[config.mk]
export PLATFORM = sky130hd
export DESIGN_NAME = cla_serial_subtractor
export DESIGN_NICKNAME = d
export VERILOG_FILES = /design/src/rtl/cla_serial_subtractor.sv
export SDC_FILE = /design/constraint.sdc
export NUM_CORES = 1
export LEC_CHECK = 0
export ABC_AREA = 1
export CORE_ASPECT_RATIO = 0.9
export CORE_MARGIN = 5
export CORE_UTILIZATION = 51
export DETAILED_ROUTE_END_ITERATION = 6
export PLACE_DENSITY = 0.82
export SYNTH_ARGS = -nofsm -noshare
export SYNTH_HDL_FRONTEND = slang
export SYNTH_SLANG_ARGS = --single-unit
[constraint.sdc]
create_clock -name clk -period 2.7 [get_ports clk]
set_clock_uncertainty 0.2 [all_clocks]
set_input_delay 0.54 -clock clk [delete_from_list [all_inputs] [get_ports clk]]
set_output_delay 0.54 -clock clk [all_outputs]
set_load 0.01 [all_outputs]
[src/rtl/cla_serial_subtractor.sv]
// -----------------------------------------------------------------------------
// cla_serial_subtractor
//
// Multi-cycle subtractor: diff = a - b - b_in (modulo 2^WIDTH), evaluated one
// 4-bit carry-lookahead group per clock. The inter-group carry is registered, so
// the longest combinational path is a single 4-bit lookahead group.
//
// Subtraction is done as a + ~b + ~b_in. The carry held between groups is the
// inverted borrow: the final unsigned borrow out is ~carry.
//
// Ports:
//   clk        rising-edge clock
//   rst_n      asynchronous active-low reset
//   in_valid   operands a, b, b_in valid
//   in_ready   block can accept operands (high only while idle)
//   a, b       minuend / subtrahend, WIDTH bits
//   b_in       borrow in
//   out_valid  diff / b_out / ovf valid
//   out_ready  consumer accepts the result
//   diff       a - b - b_in, modulo 2^WIDTH
//   b_out      unsigned borrow out (1 when a < b + b_in)
//   ovf        signed overflow of the subtraction
// -----------------------------------------------------------------------------
module cla_serial_subtractor #(
    parameter int WIDTH = 16
) (
    input  logic             clk,
    input  logic             rst_n,
    input  logic             in_valid,
    output logic             in_ready,
    input  logic [WIDTH-1:0] a,
    input  logic [WIDTH-1:0] b,
    input  logic             b_in,
    output logic             out_valid,
    input  logic             out_ready,
    output logic [WIDTH-1:0] diff,
    output logic             b_out,
    output logic             ovf
);

    localparam int NG   = WIDTH / 4;
    localparam int IDXW = (NG > 1) ? $clog2(NG) : 1;

    typedef enum logic [1:0] {
        S_IDLE = 2'd0,
        S_CALC = 2'd1,
        S_DONE = 2'd2
    } state_t;

    // Returns carries {c4, c3, c2, c1, c0} of one 4-bit lookahead group.
    function automatic logic [4:0] cla4_carries(
        input logic [3:0] g,
        input logic [3:0] p,
        input logic       c0
    );
        logic [4:0] c;
        c[0] = c0;
        c[1] = g[0] | (p[0] & c0);
        c[2] = g[1] | (p[1] & g[0]) | (p[1] & p[0] & c0);
        c[3] = g[2] | (p[2] & g[1]) | (p[2] & p[1] & g[0])
             | (p[2] & p[1] & p[0] & c0);
        c[4] = g[3] | (p[3] & g[2]) | (p[3] & p[2] & g[1])
             | (p[3] & p[2] & p[1] & g[0]) | (p[3] & p[2] & p[1] & p[0] & c0);
        return c;
    endfunction

    state_t            state_q, state_d;
    logic [WIDTH-1:0]  a_q, a_d;
    logic [WIDTH-1:0]  b_q, b_d;
    logic              carry_q, carry_d;
    logic [IDXW-1:0]   idx_q, idx_d;
    logic [WIDTH-1:0]  diff_q, diff_d;
    logic              b_out_q, b_out_d;
    logic              ovf_q, ovf_d;
    logic              in_ready_q, in_ready_d;
    logic              out_valid_q, out_valid_d;

    logic [3:0]        grp_a_s;
    logic [3:0]        grp_b_s;
    logic [3:0]        grp_g_s;
    logic [3:0]        grp_p_s;
    logic [4:0]        grp_c_s;
    logic [3:0]        grp_sum_s;

    // Lookahead evaluation of the group currently selected by idx_q.
    always_comb begin
        grp_a_s   = a_q[{idx_q, 2'b00} +: 4];
        grp_b_s   = b_q[{idx_q, 2'b00} +: 4];
        grp_g_s   = grp_a_s & ~grp_b_s;
        grp_p_s   = grp_a_s ^ ~grp_b_s;
        grp_c_s   = cla4_carries(grp_g_s, grp_p_s, carry_q);
        grp_sum_s = grp_p_s ^ grp_c_s[3:0];
    end

    // Next-state and next-output logic of the IDLE -> CALC -> DONE sequence.
    always_comb begin
        state_d     = state_q;
        a_d         = a_q;
        b_d         = b_q;
        carry_d     = carry_q;
        idx_d       = idx_q;
        diff_d      = diff_q;
        b_out_d     = b_out_q;
        ovf_d       = ovf_q;

        case (state_q)
            S_IDLE: begin
                if (in_valid) begin
                    a_d     = a;
                    b_d     = b;
                    carry_d = ~b_in;
                    idx_d   = {IDXW{1'b0}};
                    state_d = S_CALC;
                end else begin
                    state_d = S_IDLE;
                end
            end
            S_CALC: begin
                diff_d[{idx_q, 2'b00} +: 4] = grp_sum_s;
                carry_d                     = grp_c_s[4];
                idx_d                       = idx_q + {{(IDXW-1){1'b0}}, 1'b1};
                if (idx_q == IDXW'(NG - 1)) begin
                    // Last group: the sum's top bit is the result MSB.
                    b_out_d = ~grp_c_s[4];
                    ovf_d   = (a_q[WIDTH-1] != b_q[WIDTH-1])
                            && (grp_sum_s[3] != a_q[WIDTH-1]);
                    state_d = S_DONE;
                end else begin
                    state_d = S_CALC;
                end
            end
            S_DONE: begin
                if (out_ready) begin
                    state_d = S_IDLE;
                end else begin
                    state_d = S_DONE;
                end
            end
            default: begin
                state_d = S_IDLE;
            end
        endcase

        in_ready_d  = (state_d == S_IDLE);
        out_valid_d = (state_d == S_DONE);
    end

    // State, operand and output registers.
    always_ff @(posedge clk or negedge rst_n) begin
        if (!rst_n) begin
            state_q     <= S_IDLE;
            a_q         <= {WIDTH{1'b0}};
            b_q         <= {WIDTH{1'b0}};
            carry_q     <= 1'b0;
            idx_q       <= {IDXW{1'b0}};
            diff_q      <= {WIDTH{1'b0}};
            b_out_q     <= 1'b0;
            ovf_q       <= 1'b0;
            in_ready_q  <= 1'b1;
            out_valid_q <= 1'b0;
        end else begin
            state_q     <= state_d;
            a_q         <= a_d;
            b_q         <= b_d;
            carry_q     <= carry_d;
            idx_q       <= idx_d;
            diff_q      <= diff_d;
            b_out_q     <= b_out_d;
            ovf_q       <= ovf_d;
            in_ready_q  <= in_ready_d;
            out_valid_q <= out_valid_d;
        end
    end

    assign in_ready  = in_ready_q;
    assign out_valid = out_valid_q;
    assign diff      = diff_q;
    assign b_out     = b_out_q;
    assign ovf       = ovf_q;

endmodule

### Clock wiring as the flow saved it, run 1

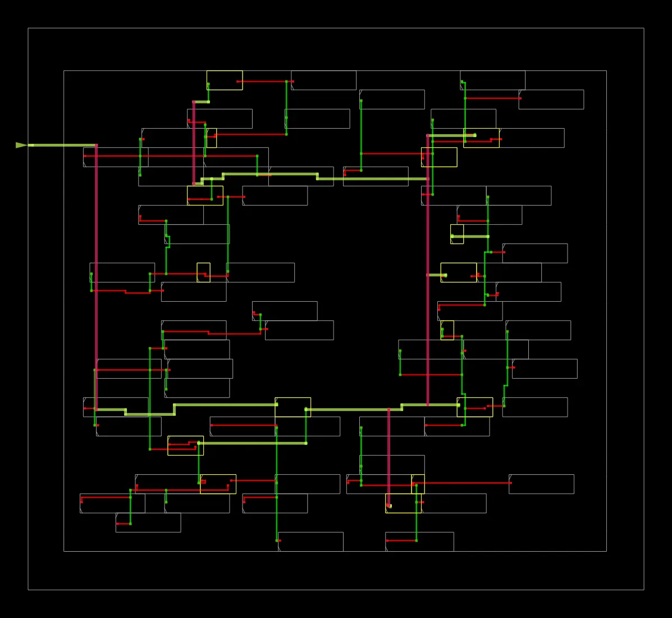
# clock sinks: 57
CTS Buf Count: 9

### M3 wires, run 1

Scale bar: 20 µm.
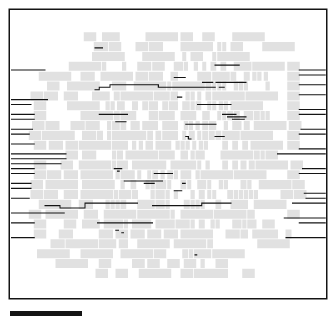
The layer carries 486 µm of wire. The longest straight run is 15.6 µm.
DRT Wirelength: 5980 µm
Vias: 2184

==> flow_summary_export.csv, run 1 <==
group,metric,value,unit
detailed_routing,antenna_left,0,
power_and_ir_drop,ir_drop,0.596,mV
worst_setup_path,worst_path_largest_cell_delay,0.46,ns
power_and_ir_drop,powerSeq,1500,µW
finish,comb_share,0.326,
worst_setup_path,crit_cells,9,
finish,fill_cells,416,
synth,synth_chip_area,2730,µm²
power_and_ir_drop,pg_comb,2610,µW
finish,syn_to_final_growth,31.1,%
die,num_io_pins,57,
finish,antennaDiodeCount,0,
power_and_ir_drop,total_power,4770,µW
place,routabilityCongestion,0.899,
global_routing,grt_use_met3,0.0526,
place,hpwl,4330,µm
synth,top_cell,"dfrtp_1",
synth,yosysSeqAreaShare,0.522,
die,rows,25,
finish,flop-count,57,
place,place_ws,0.0182,ns
detailed_routing,dr.pass1.iters,4,
worst_setup_path,critPathSlowestCell,"dfrtp_2",
clock_network,cts_setup_buffers,0,
power_and_ir_drop,clock_power,662,µW
power_and_ir_drop,p_per_area,1330,nW/µm²
synth,synth.avg_cell_area,10.1,µm²
worst_setup_path,r2r-end,"diff[5]",
synth,ys_sh_xor,0.00320,
synth,synth.net_count,319,
synth,yosysTopAreaCell,"dfrtp_1",
global_routing,grt-busiest-layer,"met2",
synth,synthCells,271,
finish,final_nets,388,
finish,logic_gate_count,183,
global_routing,grt_overflow_total,0,
power_and_ir_drop,p_leak,0.00164,µW
power_and_ir_drop,pwr-share-seq,0.314,
finish,clock_area_frac,0.0450,
power_and_ir_drop,maxPowerGroup,"combinational cells",
flow_run,drv_cap,0,
synth,topCombFamilyByArea,"simple AND/OR/NAND/NOR gates",
clock_network,cts_resized,0,
synth,simple_gate_area_frac,0.145,
status,status,"finished, final reports clean",
global_routing,grtUsageTotal,0.189,
sta,fin_ws,0.194,ns
power_and_ir_drop,p_sw_frac,0.426,
clock_network,clockRootBuffer,"clkbuf_8",
synth,top_cells_by_count,"dfrtp_1 (56), nand2_1 (55), mux2_2 (28)",
sta,finalHoldViolations,0,
synth,ys_async_sr_fraction,1.00,
sta,maxSlewHeadroom,0.567,
synth,synthAoiAreaFrac,0.0979,
synth,ys_warn_count,0,
global_routing,grt_use_met2,0.286,
die,die_h,79.5,µm
die,die_width,87.2,µm
detailed_routing,top_layer_used,"met4",
detailed_routing,wl_per_cell,14.5,µm
finish,largest_class,"flip-flops and latches",
worst_setup_path,cp.arrival,2.52,ns
finish,buffers,64,
sta,rsz0062_at_grt,"false",
finish,n_clock_buffer,11,
synth,synthTopCellsByArea,"dfrtp_1 (51%), mux2_2 (12%), nand2_1 (7.6%)",
detailed_routing,drc,0,
detailed_routing,vias_per_cell,5.31,
worst_setup_path,critPathLaunchType,"register",
worst_setup_path,r2r_slack,0.19,ns
detailed_routing,dr_wl_met3,485,µm
die,n_tap_cell,67,
finish,fin_util,0.686,
sta,whs,0.0334,ns
place,port_buffers,56,
clock_network,holdBufCountCts,0,
detailed_routing,wl_met1,2550,µm
global_routing,grt_use_met1,0.233,
die,core,5220,µm²
worst_setup_path,worstPathRequired,2.71,ns
detailed_routing,wl_met2,2750,µm
synth,ys_seq_elements,57,
clock_network,clkLatencyLatePin,0.33,ns
detailed_routing,drt-initial-drc-count,112,
synth,ff_type,"dfrtp_1",
finish,design_area,3580,µm²
synth,edf_count,0,
synth,synth_top_area_share,0.513,
finish,inverters,25,
clock_network,clkTransAtPathRegs,0.06,ns
finish,mi_logic_area,1170,µm²
finish,final_cell_mix,"nand2_1 (55), clkdlybuf4s50_1 (55), dfrtp_1 (54), mux2_2 (28), o21ai_0 (23)",
power_and_ir_drop,netSwitchingPower,2030,µW
die,fp_util,0.523,
flow_run,warnings,31,
min_path,min_path_type,"primary input to asynchronous set/reset pin",
global_routing,grt_pass1_wl,10000,µm
global_routing,antenna_found_initial,0,
global_routing,grt_max_degree,37,
finish,regArea,1430,µm²
power_and_ir_drop,power_frac_comb,0.547,
worst_setup_path,cp-endpoint,"diff[5]",
die,die-area,6930,µm²
synth,ys_types,30,
worst_setup_path,timing.rr.start,"idx_q[1]",
power_and_ir_drop,internal_power,2730,µW
synth,synthesis.area,2730,µm²
sta,min_period_over_period,0.928,
power_and_ir_drop,clkPwrFrac,0.139,
finish,final_cells,411,
worst_setup_path,critical_path.cell_chain,"clkinvlp_2 > buf_4 > a32oi_1 > inv_1 > fa_1 > xor2_1 > nor2_1 > nand2_1 > o21ai_0",
place,place_area,3350,µm²
worst_setup_path,reg2regPathDepth,9,
clock_network,clock_path_buffers,2,
finish,buffer_area_frac,0.177,
global_routing,grt_pass1_vias,2167,
sta,min_period,2.51,ns
sta,setup_viol,0,
sta,drv_slew,0,
sta,timing.fmax,399,MHz
worst_setup_path,crit_fanout,9,
worst_setup_path,path_buffers,3,
finish,sh_seq_area,0.399,
clock_network,cts_tree,"built",
finish,drive_gt1_frac,0.198,
worst_setup_path,path_class,"register to register",
synth,adder_share,0.0531,
synth,ys_sh_mux,0.126,
synth,synth.yosys.num_cells,271,
worst_setup_path,critPathTopFamily,"buffers and inverters",
### Metal 4, run 1

Supply wires on this layer in grey.
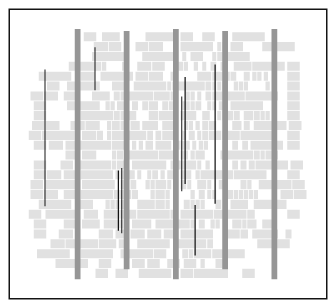
The longest straight run is 38.1 µm. The wires run mostly vertical.

### Metal 1, run 1

Supply wires on this layer in grey.
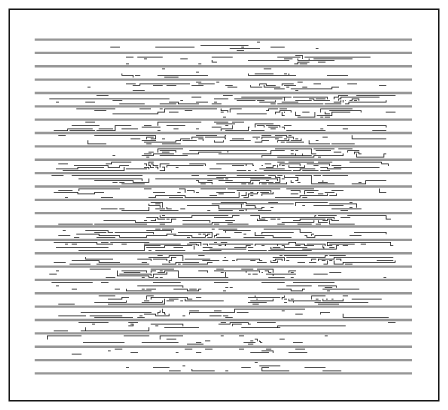

==> inputs of run 2 (changes only) <==
--- a/config.mk
+++ b/config.mk
@@ -10,6 +10,7 @@
 export CORE_MARGIN = 5
 export CORE_UTILIZATION = 51
 export DETAILED_ROUTE_END_ITERATION = 6
+export HOLD_SLACK_MARGIN = 0.1
 export PLACE_DENSITY = 0.82
 export SYNTH_ARGS = -nofsm -noshare
 export SYNTH_HDL_FRONTEND = slang
### Metal 1, run 2

Supply wires on this layer in grey.
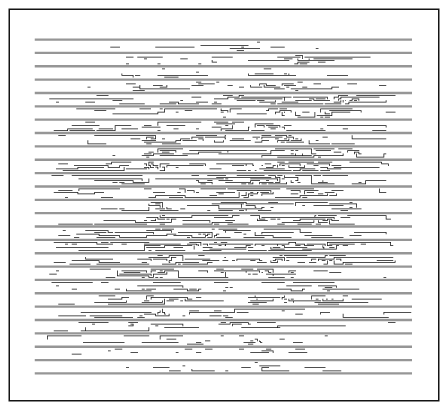
326 nets have wire on it. The wires run mostly horizontal. The layer holds 43% of the routed length. The layer carries 2560 µm of wire.
GR met1 Demand/Resource: 0.233
Vias: 2185

==> run 2 against run 1 <==
  * Die size unchanged
  * Non-clock buffer count increased by 1
  * Synthesized cell count unchanged
  * First-iteration DRC count increased by 21%
  * Clock power about the same
  * Register-to-register slack about the same
  * Setup slack about the same
  * Critical endpoint unchanged
  * Highest routed layer unchanged
==> flow_summary_export.csv, run 2 <==
group,metric,value,unit
status,status,"finished, final reports clean",
finish,flop-count,57,
place,place_ws,0.0182,ns
detailed_routing,dr_wl_met3,483,µm
finish,logic_gate_count,183,
finish,comb_share,0.325,
synth,synth.net_count,319,
power_and_ir_drop,clock_power,662,µW
synth,yosysTopAreaCell,"dfrtp_1",
synth,synth.yosys.num_cells,271,
place,hpwl,4330,µm
clock_network,clkLatencyLatePin,0.33,ns
finish,drive_gt1_frac,0.197,
synth,synthTopCellsByArea,"dfrtp_1 (51%), mux2_2 (12%), nand2_1 (7.6%)",
sta,fin_ws,0.194,ns
global_routing,grt_use_met3,0.0526,
finish,fill_cells,415,
finish,sh_seq_area,0.398,
worst_setup_path,worst_path_largest_cell_delay,0.46,ns
sta,min_period_over_period,0.928,
power_and_ir_drop,pg_comb,2610,µW
global_routing,grt-busiest-layer,"met2",
die,core,5220,µm²
place,place_area,3350,µm²
power_and_ir_drop,total_power,4770,µW
finish,syn_to_final_growth,31.4,%
sta,maxSlewHeadroom,0.565,
flow_run,warnings,31,
die,die-area,6930,µm²
detailed_routing,dr.pass1.iters,4,
clock_network,clkTransAtPathRegs,0.06,ns
synth,synthCells,271,
synth,yosysSeqAreaShare,0.522,
synth,ys_seq_elements,57,
clock_network,clock_path_buffers,2,
detailed_routing,vias_per_cell,5.30,
worst_setup_path,path_class,"register to register",
worst_setup_path,critPathSlowestCell,"dfrtp_2",
synth,simple_gate_area_frac,0.145,
power_and_ir_drop,p_leak,0.00164,µW
sta,drv_slew,0,
worst_setup_path,crit_cells,9,
global_routing,grt_pass1_vias,2167,
finish,final_cells,412,
synth,ys_async_sr_fraction,1.00,
finish,fin_util,0.688,
clock_network,numCtsBuffers,9,
worst_setup_path,critical_path.cell_chain,"clkinvlp_2 > buf_4 > a32oi_1 > inv_1 > fa_1 > xor2_1 > nor2_1 > nand2_1 > o21ai_0",
worst_setup_path,timing.rr.start,"idx_q[1]",
finish,clock_area_frac,0.0449,
sta,timing.fmax,399,MHz
worst_setup_path,cp.arrival,2.52,ns
power_and_ir_drop,powerSeq,1500,µW
finish,largest_class,"flip-flops and latches",
detailed_routing,wl_met1,2560,µm
global_routing,grt_overflow_total,0,
sta,rsz0062_at_grt,"false",
min_path,min_path_type,"register to register",
global_routing,grt_pass1_wl,10000,µm
synth,synthesis.area,2730,µm²
power_and_ir_drop,internal_power,2730,µW
detailed_routing,wl_met2,2750,µm
die,n_tap_cell,67,
power_and_ir_drop,p_per_area,1330,nW/µm²
synth,top_cell,"dfrtp_1",
detailed_routing,drt-initial-drc-count,136,
synth,synthAoiAreaFrac,0.0979,
### Metal 4, run 2

Supply wires on this layer in grey.
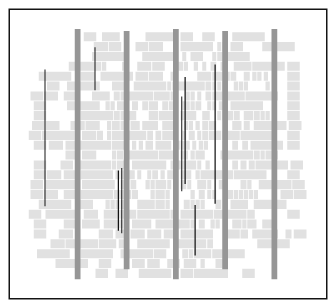
The layer carries 190 µm of wire. The layer holds 3.2% of the routed length. The wires run mostly vertical. 6 nets have wire on it. The longest straight run is 38.1 µm.

==> inputs of run 3 (changes only) <==
--- a/config.mk
+++ b/config.mk
@@ -9,6 +9,7 @@
 export CORE_ASPECT_RATIO = 0.9
 export CORE_MARGIN = 5
 export CORE_UTILIZATION = 51
+export CTS_CLUSTER_DIAMETER = 80
 export DETAILED_ROUTE_END_ITERATION = 6
 export HOLD_SLACK_MARGIN = 0.1
 export PLACE_DENSITY = 0.82
### Metal 1, run 3

Supply wires on this layer in grey.
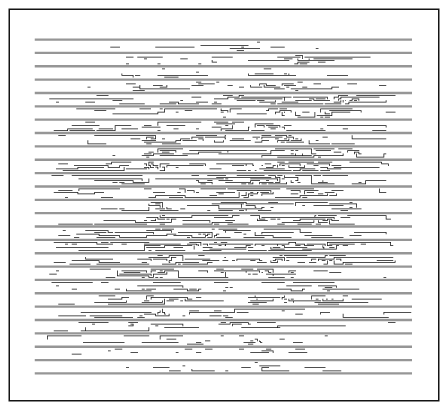
326 nets have wire on it. The longest straight run is 17.0 µm.

==> run 3 against run 2 <==
  * Combinational power hardly changed
  * Register-to-register slack hardly changed
  * Synthesized cell count stayed put
  * Total power stayed put
  * Maximum frequency stayed put
  * Critical path type unchanged
  * Critical endpoint unchanged
==> flow_summary_export.csv, run 3 <==
group,metric,value,unit
status,status,"finished, final reports clean",
worst_setup_path,critPathLaunchType,"register",
synth,ys_sh_xor,0.00320,
clock_network,cts_tree,"built",
worst_setup_path,critPathSlowestCell,"dfrtp_2",
worst_setup_path,cp-endpoint,"diff[5]",
die,core,5220,µm²
min_path,min_path_type,"register to register",
finish,regArea,1430,µm²
detailed_routing,dr.pass1.iters,4,
finish,antennaDiodeCount,0,
finish,syn_to_final_growth,31.4,%
sta,whs,0.283,ns
synth,simple_gate_area_frac,0.145,
place,place_area,3350,µm²
global_routing,grt_use_met1,0.233,
synth,synthTopCellsByArea,"dfrtp_1 (51%), mux2_2 (12%), nand2_1 (7.6%)",
power_and_ir_drop,p_sw_frac,0.426,
synth,edf_count,0,
die,rows,25,
synth,synth.avg_cell_area,10.1,µm²
worst_setup_path,path_buffers,3,
place,hpwl,4330,µm
finish,largest_class,"flip-flops and latches",
finish,drive_gt1_frac,0.197,
synth,synth.net_count,319,
synth,ff_type,"dfrtp_1",
worst_setup_path,worstPathRequired,2.71,ns
sta,min_period_over_period,0.928,
detailed_routing,vias_per_cell,5.30,
synth,ys_sh_mux,0.126,
global_routing,grt_use_met3,0.0526,
clock_network,cts_num_sinks,57,
sta,fin_ws,0.194,ns
finish,comb_share,0.325,
synth,ys_async_sr_fraction,1.00,
global_routing,grtUsageTotal,0.189,
detailed_routing,antenna_left,0,
worst_setup_path,cp.arrival,2.52,ns
power_and_ir_drop,p_leak,0.00164,µW
worst_setup_path,worst_path_largest_cell_delay,0.46,ns
worst_setup_path,timing.rr.start,"idx_q[1]",
global_routing,grt_use_met2,0.286,
synth,synth.yosys.num_cells,271,
synth,ys_seq_elements,57,
power_and_ir_drop,pg_comb,2610,µW
die,die_h,79.5,µm
flow_run,drv_cap,0,
power_and_ir_drop,powerSeq,1500,µW
global_routing,grt_overflow_total,0,
clock_network,clock_path_buffers,2,
clock_network,holdBufCountCts,1,
finish,logic_gate_count,183,
synth,synthesis.area,2730,µm²
finish,inverters,25,
synth,ys_types,30,
worst_setup_path,critical_path.cell_chain,"clkinvlp_2 > buf_4 > a32oi_1 > inv_1 > fa_1 > xor2_1 > nor2_1 > nand2_1 > o21ai_0",
sta,setup_viol,0,
sta,finalHoldViolations,0,
finish,design_area,3590,µm²
power_and_ir_drop,power_frac_comb,0.547,
synth,yosysSeqAreaShare,0.522,
power_and_ir_drop,p_per_area,1330,nW/µm²
worst_setup_path,r2r-end,"diff[5]",
finish,buffers,65,
synth,top_cells_by_count,"dfrtp_1 (56), nand2_1 (55), mux2_2 (28)",
worst_setup_path,reg2regPathDepth,9,
synth,yosysTopAreaCell,"dfrtp_1",
power_and_ir_drop,clkPwrFrac,0.139,
synth,ys_warn_count,0,
detailed_routing,wl_met1,2560,µm
clock_network,numCtsBuffers,9,
global_routing,grt_max_degree,37,
synth,synth_chip_area,2730,µm²
synth,adder_share,0.0531,
sta,maxSlewHeadroom,0.565,
detailed_routing,dr_wl_met3,483,µm
finish,sh_seq_area,0.398,
finish,fin_util,0.688,
synth,synthCells,271,
sta,rsz0062_at_grt,"false",
finish,final_nets,389,
clock_network,cts_setup_buffers,0,
### Clock wiring as the flow saved it, run 3

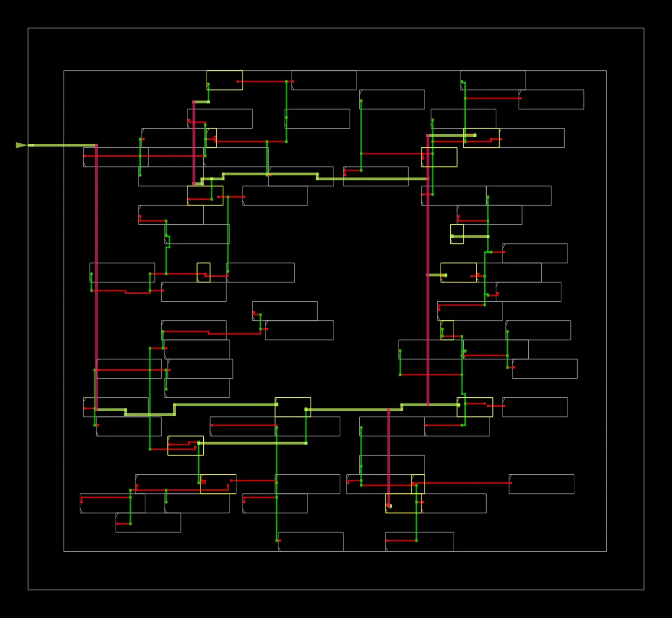
Flops: 57
Clock group: 662 µW
worst skew pair latency: 0.33 ns
clock buf count: 11

Power figures rest on the tool's default switching activity, not on a simulated workload.
